==> src/rtl/lcd_pkg.sv <==
// Shared constants and types for the HD44780 row-update sequencer.
package lcd_pkg;

    typedef enum logic [2:0] {
        S_PWR,
        S_INIT,
        S_CLR,
        S_IDLE,
        S_ADDR,
        S_CHAR,
        S_WAIT
    } state_t;

    // 4-bit mode bring-up: 0x33/0x32 force nibble mode, then function set,
    // display on, entry mode, clear. Entry [0] is sent first.
    localparam int INIT_LEN = 6;
    localparam logic [INIT_LEN-1:0][7:0] INIT_CMDS = {8'h01, 8'h06, 8'h0C, 8'h28, 8'h32, 8'h33};

    localparam logic [7:0] LCD_CMD_SET_DDRAM = 8'h80;
    localparam logic [7:0] LCD_CHAR_SPACE    = 8'h20;
    localparam logic [7:0] ROW_OFFSET_1      = 8'h40;

    // Set-DDRAM command for the first column of a row. Rows 2/3 continue
    // rows 0/1 in DDRAM, so they sit COLS past the row 0/1 bases.
    function automatic logic [7:0] row_addr_cmd(input logic [1:0] row, input int cols);
        logic [7:0] base;
        base = row[0] ? ROW_OFFSET_1 : 8'h00;
        if (row[1]) base = base + 8'(cols);
        return LCD_CMD_SET_DDRAM | base;
    endfunction

endpackage

==> src/rtl/lcd_row_dirty.sv <==
// Per-row change detector: a row is dirty when the frame differs from what
// the display shows or when a rewrite was forced. Lowest dirty row wins.
module lcd_row_dirty
    import lcd_pkg::*;
#(
    parameter int ROWS = 2,
    parameter int COLS = 16,
    parameter int RW   = 1
) (
    input  logic [ROWS*COLS*8-1:0]       frame,
    input  logic [ROWS-1:0][COLS*8-1:0]  shown,
    input  logic [ROWS-1:0]              force_rows,
    output logic [RW-1:0]                dirty_idx,
    output logic                         any_dirty
);

    logic [ROWS-1:0] dirty;

    // Row 0 occupies the most significant bytes of the frame.
    for (genvar r = 0; r < ROWS; r++) begin : g_row
        assign dirty[r] = (frame[(ROWS-1-r)*COLS*8 +: COLS*8] != shown[r]) || force_rows[r];
    end

    // Priority encode from the top down so the lowest index is left standing.
    always_comb begin
        dirty_idx = '0;
        any_dirty = |dirty;
        for (int r = ROWS - 1; r >= 0; r--) begin
            if (dirty[r]) dirty_idx = RW'(r);
        end
    end

endmodule

==> src/rtl/lcd_display_multi.sv <==
// HD44780 sequencer for the PCF8574 backpack: power-up init, then rewrites
// only rows whose content changed, with an optional periodic full refresh.
module lcd_display_multi
    import lcd_pkg::*;
#(
    parameter int ROWS        = 2,
    parameter int COLS        = 16,
    parameter int POWERUP_CYC = 50000,
    parameter int CLEAR_CYC   = 2000,
    parameter int REFRESH_CYC = 0
) (
    input  logic                   clk_1MHz,
    input  logic                   rst,
    input  logic                   ena,
    input  logic [ROWS*COLS*8-1:0] frame,
    input  logic                   done_write,
    output logic [7:0]             data,
    output logic                   cmd_data,
    output logic                   ena_write,
    output logic                   init_done,
    output logic                   busy
);

    localparam int RW = (ROWS > 1) ? $clog2(ROWS) : 1;
    localparam int CW = (COLS > 1) ? $clog2(COLS) : 1;
    localparam logic [31:0] PWR_N = POWERUP_CYC;
    localparam logic [31:0] CLR_N = CLEAR_CYC;
    localparam logic [31:0] REF_N = REFRESH_CYC;

    if (ROWS < 1 || ROWS > 4) begin : g_bad_rows
        $error("lcd_display_multi: ROWS must be 1..4");
    end
    if (COLS < 1 || COLS > 40) begin : g_bad_cols
        $error("lcd_display_multi: COLS must be 1..40");
    end

    state_t                      state, state_next, ret_state;
    logic [31:0]                 cnt, rcnt;
    logic [2:0]                  init_idx;
    logic [CW-1:0]               col;
    logic [RW-1:0]               row_sel;
    logic [COLS*8-1:0]           snap;
    logic [ROWS-1:0][COLS*8-1:0] shown;
    logic [ROWS-1:0]             force_rows;
    logic [7:0]                  data_q;
    logic                        cmd_q, req_q, init_done_q;
    logic [RW-1:0]               dirty_idx;
    logic                        any_dirty;
    logic                        last_col;
    logic [7:0]                  cur_char;

    lcd_row_dirty #(.ROWS(ROWS), .COLS(COLS), .RW(RW)) u_dirty (
        .frame      (frame),
        .shown      (shown),
        .force_rows (force_rows),
        .dirty_idx  (dirty_idx),
        .any_dirty  (any_dirty)
    );

    assign last_col = (col == CW'(COLS - 1));
    assign cur_char = snap[(COLS-1-int'(col))*8 +: 8];

    // State register plus the datapath that moves with each transition.
    always_ff @(posedge clk_1MHz) begin
        if (rst) begin
            state       <= S_PWR;
            ret_state   <= S_PWR;
            cnt         <= '0;
            rcnt        <= '0;
            init_idx    <= '0;
            col         <= '0;
            row_sel     <= '0;
            snap        <= {COLS{LCD_CHAR_SPACE}};
            shown       <= {(ROWS*COLS){LCD_CHAR_SPACE}};
            force_rows  <= '1;
            data_q      <= 8'h00;
            cmd_q       <= 1'b0;
            req_q       <= 1'b0;
            init_done_q <= 1'b0;
        end else begin
            state <= state_next;
            req_q <= 1'b0;

            // One delay counter serves both timed states; it restarts on entry.
            if ((state == S_PWR || state == S_CLR) && state_next == state) cnt <= cnt + 32'd1;
            else cnt <= '0;

            case (state)
                S_INIT: begin
                    data_q    <= INIT_CMDS[init_idx];
                    cmd_q     <= 1'b0;
                    req_q     <= 1'b1;
                    ret_state <= (init_idx == 3'(INIT_LEN - 1)) ? S_CLR : S_INIT;
                    init_idx  <= init_idx + 3'd1;
                end
                S_CLR: if (state_next == S_IDLE) init_done_q <= 1'b1;
                S_IDLE: if (state_next == S_ADDR) begin
                    // Snapshot so later frame edits cannot tear this row.
                    row_sel <= dirty_idx;
                    snap    <= frame[(ROWS-1-int'(dirty_idx))*COLS*8 +: COLS*8];
                end
                S_ADDR: begin
                    data_q    <= row_addr_cmd(2'(row_sel), COLS);
                    cmd_q     <= 1'b0;
                    req_q     <= 1'b1;
                    ret_state <= S_CHAR;
                    col       <= '0;
                end
                S_CHAR: begin
                    data_q    <= cur_char;
                    cmd_q     <= 1'b1;
                    req_q     <= 1'b1;
                    ret_state <= last_col ? S_IDLE : S_CHAR;
                    if (!last_col) col <= col + CW'(1);
                end
                S_WAIT: if (done_write && ret_state == S_IDLE) begin
                    // Row finished: the display now holds the snapshot.
                    shown[row_sel]      <= snap;
                    force_rows[row_sel] <= 1'b0;
                end
                default: ;
            endcase

            // Refresh sits after the row-complete clear so a coincident expiry still forces.
            if (REFRESH_CYC > 0 && init_done_q) begin
                if (rcnt + 32'd1 >= REF_N) begin
                    rcnt       <= '0;
                    force_rows <= '1;
                end else begin
                    rcnt <= rcnt + 32'd1;
                end
            end
        end
    end

    // Next-state selection.
    always_comb begin
        state_next = state;
        case (state)
            S_PWR:                  if (cnt + 32'd1 >= PWR_N) state_next = S_INIT;
            S_INIT, S_ADDR, S_CHAR: state_next = S_WAIT;
            S_CLR:                  if (cnt + 32'd1 >= CLR_N) state_next = S_IDLE;
            S_IDLE:                 if (ena && any_dirty) state_next = S_ADDR;
            S_WAIT:                 if (done_write) state_next = ret_state;
            default:                state_next = S_PWR;
        endcase
    end

    // Outputs: registered request fields plus state-decoded busy.
    always_comb begin
        data      = data_q;
        cmd_data  = cmd_q;
        ena_write = req_q;
        init_done = init_done_q;
        busy      = (state != S_IDLE);
    end

endmodule

==> config.mk <==
export PLATFORM = sky130hd
export DESIGN_NAME = lcd_display_multi
export DESIGN_NICKNAME = d
export VERILOG_FILES = /design/src/rtl/lcd_pkg.sv /design/src/rtl/lcd_row_dirty.sv /design/src/rtl/lcd_display_multi.sv
export SDC_FILE = /design/constraint.sdc
export NUM_CORES = 1
export LEC_CHECK = 0
export CAP_MARGIN = 40
export CELL_PAD_IN_SITES_DETAIL_PLACEMENT = 0
export CELL_PAD_IN_SITES_GLOBAL_PLACEMENT = 1
export CORE_MARGIN = 2
export CORE_UTILIZATION = 25
export CTS_CLUSTER_SIZE = 30
export DETAILED_ROUTE_END_ITERATION = 8
export GPL_TIMING_DRIVEN = 0
export PLACE_DENSITY = 0.63
export SLEW_MARGIN = 20
export SYNTH_ARGS = -nofsm -noshare
export SYNTH_HDL_FRONTEND = slang
export SYNTH_SLANG_ARGS = --single-unit
==> constraint.sdc <==
create_clock -name clk_1MHz -period 3.6 [get_ports clk_1MHz]
set_input_delay 0.54 -clock clk_1MHz [delete_from_list [all_inputs] [get_ports clk_1MHz]]
set_output_delay 0.54 -clock clk_1MHz [all_outputs]
set_load 0.05 [all_outputs]
### M3 wires, run 1

Scale bar: 100 um.
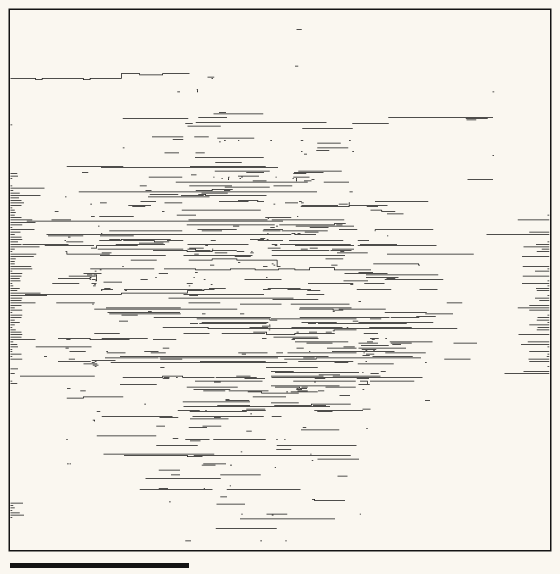
share of all routed wire	8.0%
longest straight run	143 um
wire length on this layer	9400 um
main direction	horizontal
nets with wire on the layer	465
met3 usage: 0.0478
vias: 21900
final wirelength: 118 mm

### Cell area per tile, run 1

30 x 30 tiles, from black (low) to pale yellow (high), 0 to 100% covered.
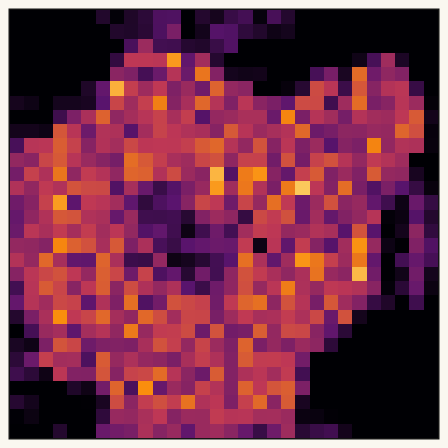
nearly empty tiles	22%
mean over tiles	30%
tiles over 75% full	1.3%
fullest tile	88%
emptiest ninth of the die	lower right
fp_density: 0.253
core area: 87000 sq um

==> qor.txt, run 1 <==
Clock Tree Buf Depth = 3
failing checks = negative setup slack
Crit-path slowest cell = xnor2_1
nets@finish = 3326
GR Util All Layers = 0.254
WL per Instance = 27.6 um
outcome = finished, violations left
layout cell share with drive strength beyond 1 = 0.110
Critical Path Start Type = input pin
Final setup viols = 67
crit path DRT = 4.14 ns
Final Worst Setup Slack = -0.0632 ns
Setup crit end kind = flip-flop
Final Hold Viols = 0
Setup CP Type = in -> reg
Largest register FFs = 256
met2 wire length = 51.4 mm
CTS clk-pin slew, worst paths = 0.06 ns
mux share = 0.0423
DR pass1 iterations = 7
grt ovf = 0
Least-Margin Pin Slew = 0.891 ns
Post-synth ARST share = 0
### Cell outlines without signal wires, run 1

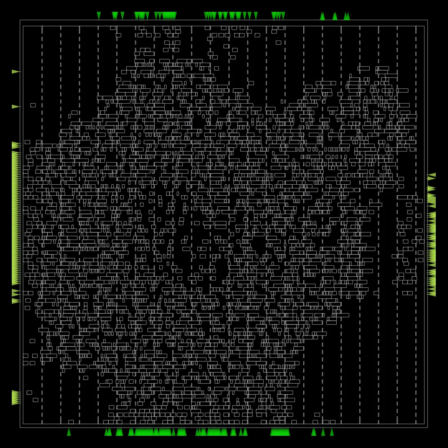
flop share of the area: 0.314
Filler Cell Count: 9323
n_taps: 1155

[run 1: synth_stat cells (all sizes together), types with 24 or more instances]
cell | n | share of area
mux4 | 40 | 0.041
nand4 | 44 | 0.013
nand2 | 797 | 0.14
nand2b | 44 | 0.012
dfxtp | 449 | 0.41
a311oi | 114 | 0.070
nor2 | 164 | 0.028
a21oi | 240 | 0.054
inv | 63 | 0.011
nand3b | 34 | 0.012
nor2b | 77 | 0.022
nor3 | 51 | 0.014
xor2 | 60 | 0.024
nor4 | 33 | 0.010
xnor2 | 114 | 0.045
a31oi | 24 | 0.0068
buf | 31 | 0.0079
clkbuf | 154 | 0.026
[run 1: cell type report]
type / count / area [sq um]
Inverter: 63 / 236
Multi-Input combinational cell: 2015 / 12400
Fill cell: 9323 / 58400
Sequential cell: 449 / 8990
Antenna cell: 2 / 5.00
Tap cell: 1155 / 1450
Timing Repair Buffer: 292 / 2950
Clock buffer: 90 / 1690
Clock inverter: 9 / 133
Buffer: 185 / 832
[run 1: worst paths after layout]
path	depth (start not counted)	to	slack (ns)	start
worst min register to register	2	shown[25]	0.46	shown[25]
worst min-delay path	3	snap[34]	0.37	frame[162]
worst max register to register	10	snap[117]	-0.01	shown[18]
worst max-delay path	11	snap[117]	-0.06	frame[146]
[run 1: power breakdown]
part           total (mW)  internal, mW  leakage, nW  switching, mW
Combinational        1.90         0.720         5.07           1.18
Sequential           5.34          5.14         3.63          0.199
Clock                5.73          3.39        0.887           2.34
Total                13.0          9.25         9.59           3.71
[run 1: repair_timing]
item,4_1_cts,5_1_grt
pin swaps,2,4
endpoints found under the setup margin,133,140
gates resized,57,43
setup buffers,1,0
[run 1: cell families after synthesis]
group,count (synthesis)
simple gates,1293
compound gates,484
flops,449
buf+inv,248
xor+xnor,174
mux,43
fa+ha+maj,5
other cells,1
### Nets reached from selected ports, run 1

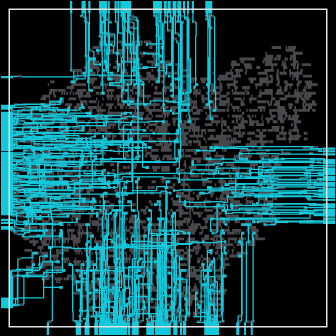

==> run 2, diff against run 1 <==
--- a/config.mk
+++ b/config.mk
@@ -10,10 +10,11 @@
 export CELL_PAD_IN_SITES_GLOBAL_PLACEMENT = 1
 export CORE_MARGIN = 2
 export CORE_UTILIZATION = 25
-export CTS_CLUSTER_SIZE = 30
+export CTS_CLUSTER_SIZE = 8
 export DETAILED_ROUTE_END_ITERATION = 8
+export DONT_BUFFER_PORTS = 1
 export GPL_TIMING_DRIVEN = 0
-export PLACE_DENSITY = 0.63
+export PLACE_DENSITY = 0.57
 export SLEW_MARGIN = 20
 export SYNTH_ARGS = -nofsm -noshare
 export SYNTH_HDL_FRONTEND = slang
### Nets reached from selected ports, run 2

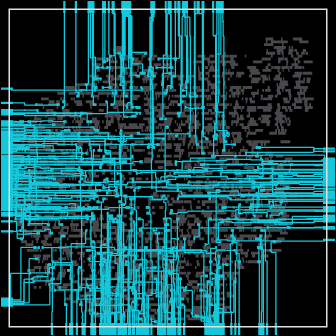
colour	port	bits	direction	edge	end cells	buffers	wire
cyan	`frame`	256	input	91 bottom, 77 left, 45 top, 43 right	588	0	23.7 mm
io pins: 272
# port buffers: 0

==> run 2 against run 1 <==
Effect of this change: the run still ends with negative setup slack left; area after synthesis did not move; non-clock buffer count fell by 277; worst hold slack got worse by 0.29 ns; largest cell class unchanged.
==> qor.txt, run 2 <==
Critical Path Start Type = flip-flop
crit path DRT = 4.05 ns
nets@finish = 3060
Post-synth ARST share = 0
Final Hold Viols = 0
switching share of power = 0.282
logic area = 12300 sq um
Main area contributors = dfxtp_1, nand2_1, a311oi_2
Final setup viols = 98
outcome = finished, violations left
final wirelength = 120 mm
grt ovf = 0
Clk power = 5.82 mW
commonest cells in the netlist = nand2_1, dfxtp_1, a21oi_1, nor2_1, clkbuf_1
Setup crit end kind = flip-flop
Final Worst Setup Slack = -0.0882 ns
Pint = 8.99 mW
CTS clk-pin slew, worst paths = 0.06 ns
layout cell share with drive strength beyond 1 = 0.112
biggest area consumer among synthesized cells = dfxtp_1
Clock Tree Buf Depth = 3
failing checks = negative setup slack
count leader, synth = nand2_1
Register Area = 8990 sq um
Comb power frac = 0.099
Filler Cell Count = 9496
Clk pwr share = 0.464
core area = 87000 sq um
combinational power = 1.24 mW
Largest register FFs = 256
vias = 20700
Flop pwr share = 0.436
fp_density = 0.253
## run 2: cell count changes in the layout (fill, tap and decap cells not counted), moves of 3 or more
cell / previous run / this run
buf_2: 18 / 13
buf_4: 20 / 11
clkbuf_1: 140 / 132
clkbuf_16: 55 / 68
clkbuf_4: 5 / 8
clkbuf_8: 18 / 0
clkdlybuf4s50_1: 265 / 0
clkinv_8: 0 / 3
dlymetal6s2s_1: 3 / 0
nor4_1: 23 / 26
nor4_4: 5 / 2
## run 2: layout make-up
class	count	share of cell area
inverter	63	0.00919
tap	1155	0.0561
multi-input combinational	2015	0.477
buffer	184	0.0312
timing repair buffer	16	0.00695
clock buffer	71	0.0665
sequential	449	0.349
clock inverter	6	0.00374
antenna	1	0.0000972
## run 2: logic make-up after synthesis
| logic type | synth area share |
|---|---|
| xor gates and xnor gates | 0.0691 |
| adders and majority gates | 0.00284 |
| buffers and inverters | 0.0448 |
| muxes | 0.0423 |
| other | 0.000170 |
| and+or+nand+nor | 0.262 |
| DFF | 0.408 |
| AOI/OAI and AO/OA | 0.171 |
## run 2: what timing repair did
item / in CTS / in global routing
setup endpoints to repair: 129 / 133
buffers inserted: 0 / 1
hold buffers: 0 / 0
pin swaps: 0 / 2
gates resized: 32 / 25
## run 2: final timing paths
check	end	startpoint	slack [ns]	depth (start not counted)
hold reg to reg	ret_state[2]	ret_state[2]	0.46	2
hold / removal	snap[3]	frame[3]	0.08	2
setup / recovery	snap[113]	shown[50]	-0.09	10
setup reg to reg	snap[113]	shown[50]	-0.09	10
## run 2: metal layers
metal	global-route usage	wire length (um)	up-vias
met5	0	73	-
met4	0.110	5250	10
met3	0.0877	12200	191
met2	0.401	52900	876
met1	0.330	49500	10200
li1	-	-	9419
### Cell outlines without signal wires, run 2

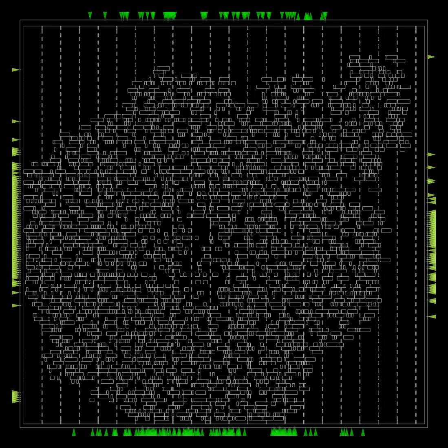

==> run 3, diff against run 2 <==
==> constraint.sdc (replaced) <==
create_clock -name clk_1MHz -period 4.3 [get_ports clk_1MHz]
set_input_delay 0.645 -clock clk_1MHz [delete_from_list [all_inputs] [get_ports clk_1MHz]]
set_output_delay 0.645 -clock clk_1MHz [all_outputs]
set_load 0.05 [all_outputs]
### Cell outlines without signal wires, run 3

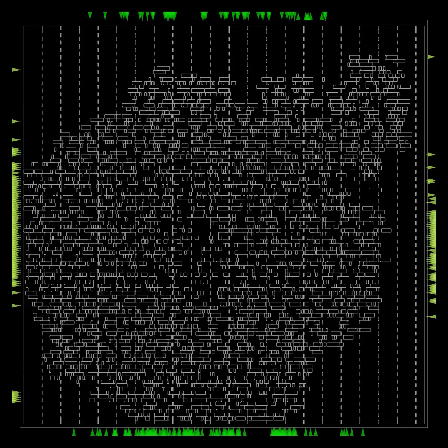
Layout Utilization: 0.294
Filler Cell Count: 9526

==> run 3 against run 2 <==
Effect of this change: the run now ends clean; synthesized cell count unchanged; cell count increased by 0.15%; combinational power down 17%; core utilization fell by 0.18 points; via count is 0.45% lower; sequential cell count did not move; setup slack better by 0.12 ns; sequential share of layout area up 0.21 points; clock-buffer cell count stayed put; global-route usage is essentially flat; clock power decreased by 16%; first-iteration DRC count up 12%; largest power group unchanged.
==> qor.txt, run 3 <==
Hold Buf Count CTS = 0
nets@finish = 3060
Main area contributors = dfxtp_1, nand2_1, a311oi_2
logic area = 12200 sq um
reg2reg path depth = 9
met2 global-route usage = 0.399
met2 wire length = 52.6 mm
CP Launch Point = shown[50]
R2R setup slack = 0.04 ns
outcome = completed
reg-to-reg critical path startpoint = shown[50]
worst min-delay path startpoint = frame[128]
commonest cells in the netlist = nand2_1, dfxtp_1, a21oi_1, nor2_1, clkbuf_1
Register Area = 8990 sq um
Final setup viols = 0
Clk pwr share = 0.465
vias = 20600
core area = 87000 sq um
switching share of power = 0.282
layout cell share with drive strength beyond 1 = 0.0984
WP depth = 9
sum of routed wire segments on met1 = 49.8 mm
Setup CP Type = reg -> reg
top routing layer in use = met5
## run 3: netlist changes by cell type in the layout (fill, tap and decap cells not counted), moves of 5 or more
| cell | previous run | this run |
|---|---|---|
| nor4_1 | 26 | 32 |
| clkbuf_2 | 22 | 6 |
| clkbuf_4 | 8 | 0 |
| clkbuf_1 | 132 | 151 |
| nor4_2 | 5 | 0 |
| diode_2 | 1 | 7 |
## run 3: cell families (layout without fill, tap and decap cells)
logic type,count (synthesis),after routing,share of synthesized area
AND/OR/NAND/NOR,1293,1293,0.262
AND-OR/OR-AND,484,484,0.171
flip-flops,449,449,0.408
buffers and inverters,248,340,0.0448
XOR/XNOR,174,174,0.0691
multiplexers,43,43,0.0423
adder cells (fa/ha/maj),5,5,0.00284
other,1,23,0.000170
## run 3: repair_timing
item | CTS | global route
gates resized | 2 | 5
setup endpoints to repair | 98 | 68
endpoints found under the hold margin | 0 | 0
## run 3: layout make-up
class	instances	share of cell area
Timing Repair Buffer	15	0.00689
Clock buffer	71	0.0669
Antenna cell	7	0.000685
Sequential cell	449	0.351
Multi-Input combinational cell	2015	0.475
Clock inverter	6	0.00377
Buffer	185	0.0298
Tap cell	1155	0.0565
Inverter	63	0.00924
## run 3: worst register-to-register path: cells and delay by family, from the launching register on
family / cells / cell delay [ns]
buf+inv: 2 / 1.01
xor+xnor: 1 / 0.57
simple gates: 4 / 1.52
compound gates: 2 / 0.74
flops: 1 / 0.31
## run 3: metrics by stage
stage          setup TNS, ns  hold slack [ns]  worst slack [ns]  cells
6_report                   0            0.185            0.0365   3966
4_1_cts                    0            0.161            0.0425   3957
3_5_place_dp          -43.52            0.451            -0.436   3880
2_1_floorplan              0            0.427              1.33   2712
3_3_place_gp          -82.15            0.445            -0.763   3867
5_1_grt                    0            0.191           0.00654   3961
Power and IR drop assume default switching activity.
